## src/rtl/s2_demux_if.sv

```systemverilog
// s2_demux_if: producer/consumer bundle for the s2_demux 1:4 registered demux.
//   din, in_valid, A1/B1/A0/B0 : producer word, valid and destination select
//   in_ready                   : block accepts the presented word this cycle
//   flush                      : synchronous clear of all lanes
//   Q0..Q3, q_valid, q_ack     : lane holding registers and per-lane handshake
// master = producer/consumer side, slave = the demux itself.
interface s2_demux_if #(
  parameter int N = 1
);
  logic [N-1:0] din;
  logic         in_valid;
  logic         in_ready;
  logic         A1;
  logic         B1;
  logic         A0;
  logic         B0;
  logic         flush;
  logic [N-1:0] Q0;
  logic [N-1:0] Q1;
  logic [N-1:0] Q2;
  logic [N-1:0] Q3;
  logic [3:0]   q_valid;
  logic [3:0]   q_ack;

  modport master (
    output din, in_valid, A1, B1, A0, B0, flush, q_ack,
    input  in_ready, Q0, Q1, Q2, Q3, q_valid
  );

  modport slave (
    input  din, in_valid, A1, B1, A0, B0, flush, q_ack,
    output in_ready, Q0, Q1, Q2, Q3, q_valid
  );
endinterface

```

## src/rtl/s2_demux.sv

```systemverilog
// s2_demux: registered 1:4 demultiplexer with per-lane valid/ack handshake.
// A word accepted on in_valid & in_ready is stored in lane {A1|B1, A0&B0}
// and held there until that lane's consumer acknowledges it.
// Ports:
//   clk       : clock, rising edge
//   clr       : synchronous active-low reset
//   bus       : s2_demux_if slave (din/in_valid/in_ready, select, flush,
//               Q0..Q3, q_valid, q_ack)
//   stall_cnt : saturating 8-bit count of stalled cycles, present only when
//               S2_DEMUX_STALL_CNT_EN is defined
module s2_demux #(
  parameter int N = 1
) (
  input  logic      clk,
  input  logic      clr,
  s2_demux_if.slave bus
`ifdef S2_DEMUX_STALL_CNT_EN
  ,
  output logic [7:0] stall_cnt
`endif
);

  typedef enum logic {
    EMPTY = 1'b0,
    FULL  = 1'b1
  } lane_state_t;

  lane_state_t  state_q [4];
  lane_state_t  state_d [4];
  logic [N-1:0] data_q  [4];
  logic [N-1:0] data_d  [4];

  logic [1:0] idx;
  logic       in_ready;
  logic       wr;

  always_comb begin
    idx      = {bus.A1 | bus.B1, bus.A0 & bus.B0};
    // Ack on the target lane frees it in the same cycle, enabling full-rate streaming.
    in_ready = clr & ~bus.flush & ((state_q[idx] == EMPTY) | bus.q_ack[idx]);
    wr       = bus.in_valid & in_ready;
    for (int unsigned i = 0; i < 4; i++) begin
      state_d[i] = state_q[i];
      data_d[i]  = data_q[i];
      if (bus.flush) begin
        state_d[i] = EMPTY;
        data_d[i]  = '0;
      end else if (wr && (idx == 2'(i))) begin
        state_d[i] = FULL;
        data_d[i]  = bus.din;
      end else if (bus.q_ack[i] && (state_q[i] == FULL)) begin
        state_d[i] = EMPTY;
      end
    end
  end

  always_ff @(posedge clk) begin
    if (!clr) begin
      for (int unsigned i = 0; i < 4; i++) begin
        state_q[i] <= EMPTY;
        data_q[i]  <= '0;
      end
    end else begin
      for (int unsigned i = 0; i < 4; i++) begin
        state_q[i] <= state_d[i];
        data_q[i]  <= data_d[i];
      end
    end
  end

  assign bus.in_ready = in_ready;
  assign bus.Q0       = data_q[0];
  assign bus.Q1       = data_q[1];
  assign bus.Q2       = data_q[2];
  assign bus.Q3       = data_q[3];
  assign bus.q_valid  = {state_q[3] == FULL, state_q[2] == FULL,
                         state_q[1] == FULL, state_q[0] == FULL};

`ifdef S2_DEMUX_STALL_CNT_EN
  logic [7:0] stall_cnt_q;
  logic [7:0] stall_cnt_d;

  // Flush forces in_ready low but is not a stall, so it is excluded here.
  always_comb begin
    stall_cnt_d = stall_cnt_q;
    if (bus.in_valid && !in_ready && !bus.flush && (stall_cnt_q != '1)) begin
      stall_cnt_d = stall_cnt_q + 8'd1;
    end
  end

  always_ff @(posedge clk) begin
    if (!clr) begin
      stall_cnt_q <= '0;
    end else begin
      stall_cnt_q <= stall_cnt_d;
    end
  end

  assign stall_cnt = stall_cnt_q;
`endif

endmodule

```

## src/flat_wrapper.sv

```systemverilog
// flat-port wrapper written by rule: the top's interface ports become plain ports
module s2_demux_flat 
#(
  parameter int N = 1
)
  (clk, clr, bus_din, bus_in_valid, bus_A1, bus_B1, bus_A0, bus_B0, bus_flush, bus_q_ack, bus_in_ready, bus_Q0, bus_Q1, bus_Q2, bus_Q3, bus_q_valid);
  s2_demux_if #(.N(N)) bus_i ();
  input  logic clk;
  input  logic clr;
  input wire logic [$bits(bus_i.din)-1:0] bus_din;
  input wire logic [$bits(bus_i.in_valid)-1:0] bus_in_valid;
  input wire logic [$bits(bus_i.A1)-1:0] bus_A1;
  input wire logic [$bits(bus_i.B1)-1:0] bus_B1;
  input wire logic [$bits(bus_i.A0)-1:0] bus_A0;
  input wire logic [$bits(bus_i.B0)-1:0] bus_B0;
  input wire logic [$bits(bus_i.flush)-1:0] bus_flush;
  input wire logic [$bits(bus_i.q_ack)-1:0] bus_q_ack;
  output wire logic [$bits(bus_i.in_ready)-1:0] bus_in_ready;
  output wire logic [$bits(bus_i.Q0)-1:0] bus_Q0;
  output wire logic [$bits(bus_i.Q1)-1:0] bus_Q1;
  output wire logic [$bits(bus_i.Q2)-1:0] bus_Q2;
  output wire logic [$bits(bus_i.Q3)-1:0] bus_Q3;
  output wire logic [$bits(bus_i.q_valid)-1:0] bus_q_valid;
  assign bus_i.din = bus_din;
  assign bus_i.in_valid = bus_in_valid;
  assign bus_i.A1 = bus_A1;
  assign bus_i.B1 = bus_B1;
  assign bus_i.A0 = bus_A0;
  assign bus_i.B0 = bus_B0;
  assign bus_i.flush = bus_flush;
  assign bus_i.q_ack = bus_q_ack;
  assign bus_in_ready = bus_i.in_ready;
  assign bus_Q0 = bus_i.Q0;
  assign bus_Q1 = bus_i.Q1;
  assign bus_Q2 = bus_i.Q2;
  assign bus_Q3 = bus_i.Q3;
  assign bus_q_valid = bus_i.q_valid;
  s2_demux #(.N(N)) u_core (.clk(clk), .clr(clr), .bus(bus_i));
endmodule
```

## config.mk

```make
export PLATFORM = sky130hd
export DESIGN_NAME = s2_demux_flat
export DESIGN_NICKNAME = d
export VERILOG_FILES = /design/src/rtl/s2_demux_if.sv /design/src/rtl/s2_demux.sv /design/src/flat_wrapper.sv
export SDC_FILE = /design/constraint.sdc
export NUM_CORES = 1
export LEC_CHECK = 0
export ABC_AREA = 1
export ABC_CLOCK_PERIOD_IN_PS = 2400
export CORE_AREA = 2 2 39 41
export DETAILED_ROUTE_END_ITERATION = 10
export DIE_AREA = 0 0 41 43
export GPL_ROUTABILITY_DRIVEN = 0
export HOLD_SLACK_MARGIN = 0.12
export PLACE_DENSITY = 0.75
export SLEW_MARGIN = 20
export SYNTH_ARGS = -nofsm -noshare
export SYNTH_HDL_FRONTEND = slang
export SYNTH_SLANG_ARGS = --single-unit
```

## constraint.sdc

```tcl
create_clock -name clk -period 2.4 [get_ports clk]
set_input_delay 0.36 -clock clk [delete_from_list [all_inputs] [get_ports clk]]
set_output_delay 0.36 -clock clk [all_outputs]
set_load 0.01 [all_outputs]
```

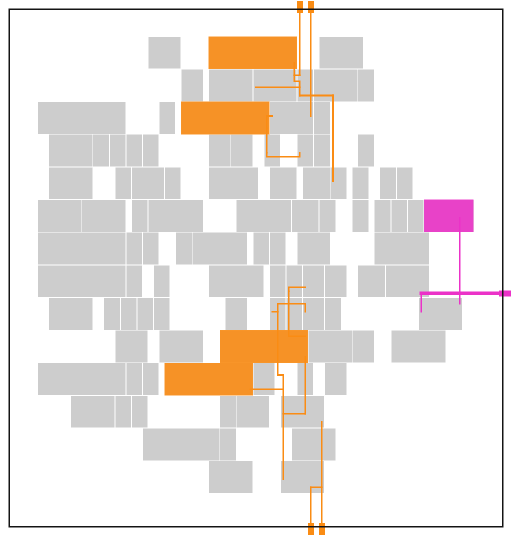
*I/O nets highlighted*
Scale: 12 px per µm.
Key: magenta = `bus_A1` [direction input, edge right, end cells 1, buffers 1, wire 15.0 µm]; orange = `bus_q_valid` [direction output, edge 2 top, 2 bottom, end cells 4, buffers 4, wire 84.8 µm]
number of buffers added on ports: 21
IO Count: 22

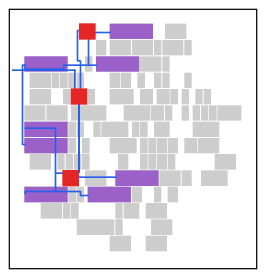
*Routed clock nets over the placement*
Scale: 6 px per µm.
Key: purple = flip-flops [count 8]; blue = clock wires [length 115 µm]; red = clock drivers [count 3]
There are 4 routed clock nets.
Worst-Skew Late Latency: 0.25 ns
Clock Power: 0.102 mW

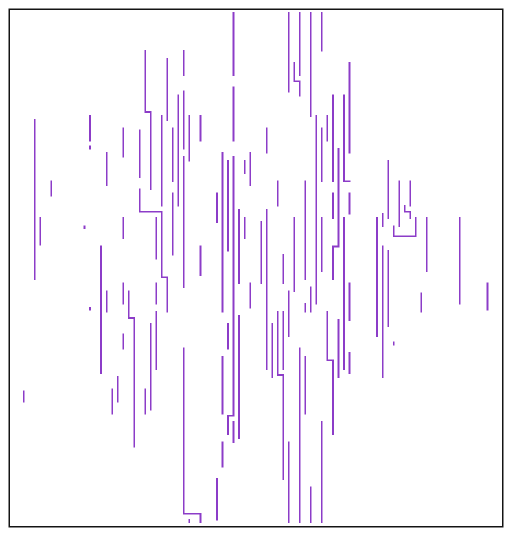
*M2 wires*
Scale: 12 px per µm.
The wires run mostly vertical. The longest straight run is 21.6 µm. The layer carries 563 µm of wire.

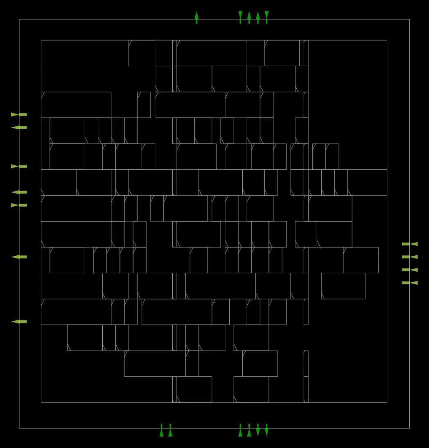
*Placement view*
Util after Layout: 0.560
FFs & Latches: 8
Taps Inserted: 16
number of fill cells in the layout: 124

==> flow_summary.toml <==
# synthesis and place-and-route metrics
[layout]
final_cells = 118
nMultiInputCombCells = 55
inverters_excl_clock = 13
buf_share = 0.297
largest_cell_class = "combinational gates"
synthToLayoutAreaGrowth_pct = 47.0
final-clk-cell-share = 0.0291
final_common_cell = "nand2_1"
mostFrequentLayoutCells = "nand2_1, clkdlybuf4s50_1, inv_1, nor2_1, dfxtp_1"
n_clock_buffer = 3
comb_area_um2 = 279
final_cell_area_um2 = 774
comb_area_share = 0.360
diodes = 0

[route]
wire_per_inst_um = 9.69
wirelength_mm = 1.14
firstDrtPassIters = 4
drc_errors = 0

[setup_path]
r2r_start = "u_core.state_q[3]$_DFF_P_"
path_buffers = 3
r2r_setup_slack_ns = 1.29
reg2reg_depth = 9
arrival_ns = 1.92
crit_start = "bus_B1"
cp_slowest_cell = "clkdlybuf4s50_1"
crit_path_max_incr_delay_ns = 0.55
path_max_fanout = 6
critical_path.cell_chain = "clkdlybuf4s50_1, nor2_4, inv_1, nand2_2, nand2_2, a21oi_1, clkdlybuf4s50_1"
path_class = "primary input to output pin"
worstPathRequired_ns = 2.04

[synthesis]
edf_count = 0
floorplan.nets = 93
mux_share = 0
ys_sh_adder = 0
synthAoiAreaFrac = 0.0570
yosysTopAreaCellShare = 0.304
common_cells = "nand2_1, inv_1, nor2_1, dfxtp_1, a21oi_1"
ys.flops = 8
synth.cell_area_um2 = 527
ys.flop_type = "dfxtp_1"
synth-xor-area-share = 0
top_cell = "nand2_1"
syn_area_per_cell_um2 = 6.58
syn_inst = 80

[clock_tree]
h-tree-depth = 1
cts-buffers-inserted = 3
cts_resized = 0
cts_hold_buf = 0
clockRootBuffer = "clkbuf_4"
clk_pin_slew_ns = 0.05

[min_path]
hp-start = "u_core.state_q[2]$_DFF_P_"
hold_class = "flip-flop to flip-flop"
min_path_cells = 2
min_to = "u_core.state_q[2]$_DFF_P_"

[global_routing]
grt_pass1_wl_mm = 1.77
grt_max_degree = 9

[status]
status = "complete, no violations"

[run]
warnings = 26
cap_violations = 0

[die]
die-area_um2 = 1760
coreArea_um2 = 1380
die_w_um = 41
fp-row-count = 14
dieHeight_um = 43

[sta]
layout_min_cycle_time_ns = 2.28
setup_slack_ns = 0.118
drv_slew = 0
max_freq_mhz = 438
hold_viol = 0
hold_slack_ns = 0.472
relSlewSlack = 0.852

[power]
p_sw_mw = 0.0745
seq_power_mw = 0.134
leakage_nw = 0.435
ir_drop_mv = 0.210
p_seq_frac = 0.450
power.internal_mw = 0.224

[placement]
place_inst = 115
placed_area_um2 = 742
hpwl_um = 934
place_ws_ns = 0.0339
-- worst max path at each step --
stage                         to  cells past startpoint
floorplan           bus_in_ready                      5
CTS                 bus_in_ready                      8
finish              bus_in_ready                      7
global route        bus_in_ready                      7
global placement    bus_in_ready                      7
detailed placement  bus_in_ready                      8
-- layer usage --
| layer | part of all wire | track usage | vias to the layer above | wire, µm |
|---|---|---|---|---|
| met5 | 0 | 0 | - | 0 |
| met3 | 0.053 | 0.0157 | 2 | 61 |
| li1 | - | - | 291 | - |
| met2 | 0.49 | 0.231 | 13 | 563 |
| met4 | 0.010 | 0.0600 | 0 | 12 |
| met1 | 0.44 | 0.186 | 223 | 507 |
-- state kept, by name (all words and copies together), names as in the netlist --
name and flops:
u_core.data_q 4, u_core.state_q 4
Power figures rest on the tool's default switching activity, not on a simulated workload.
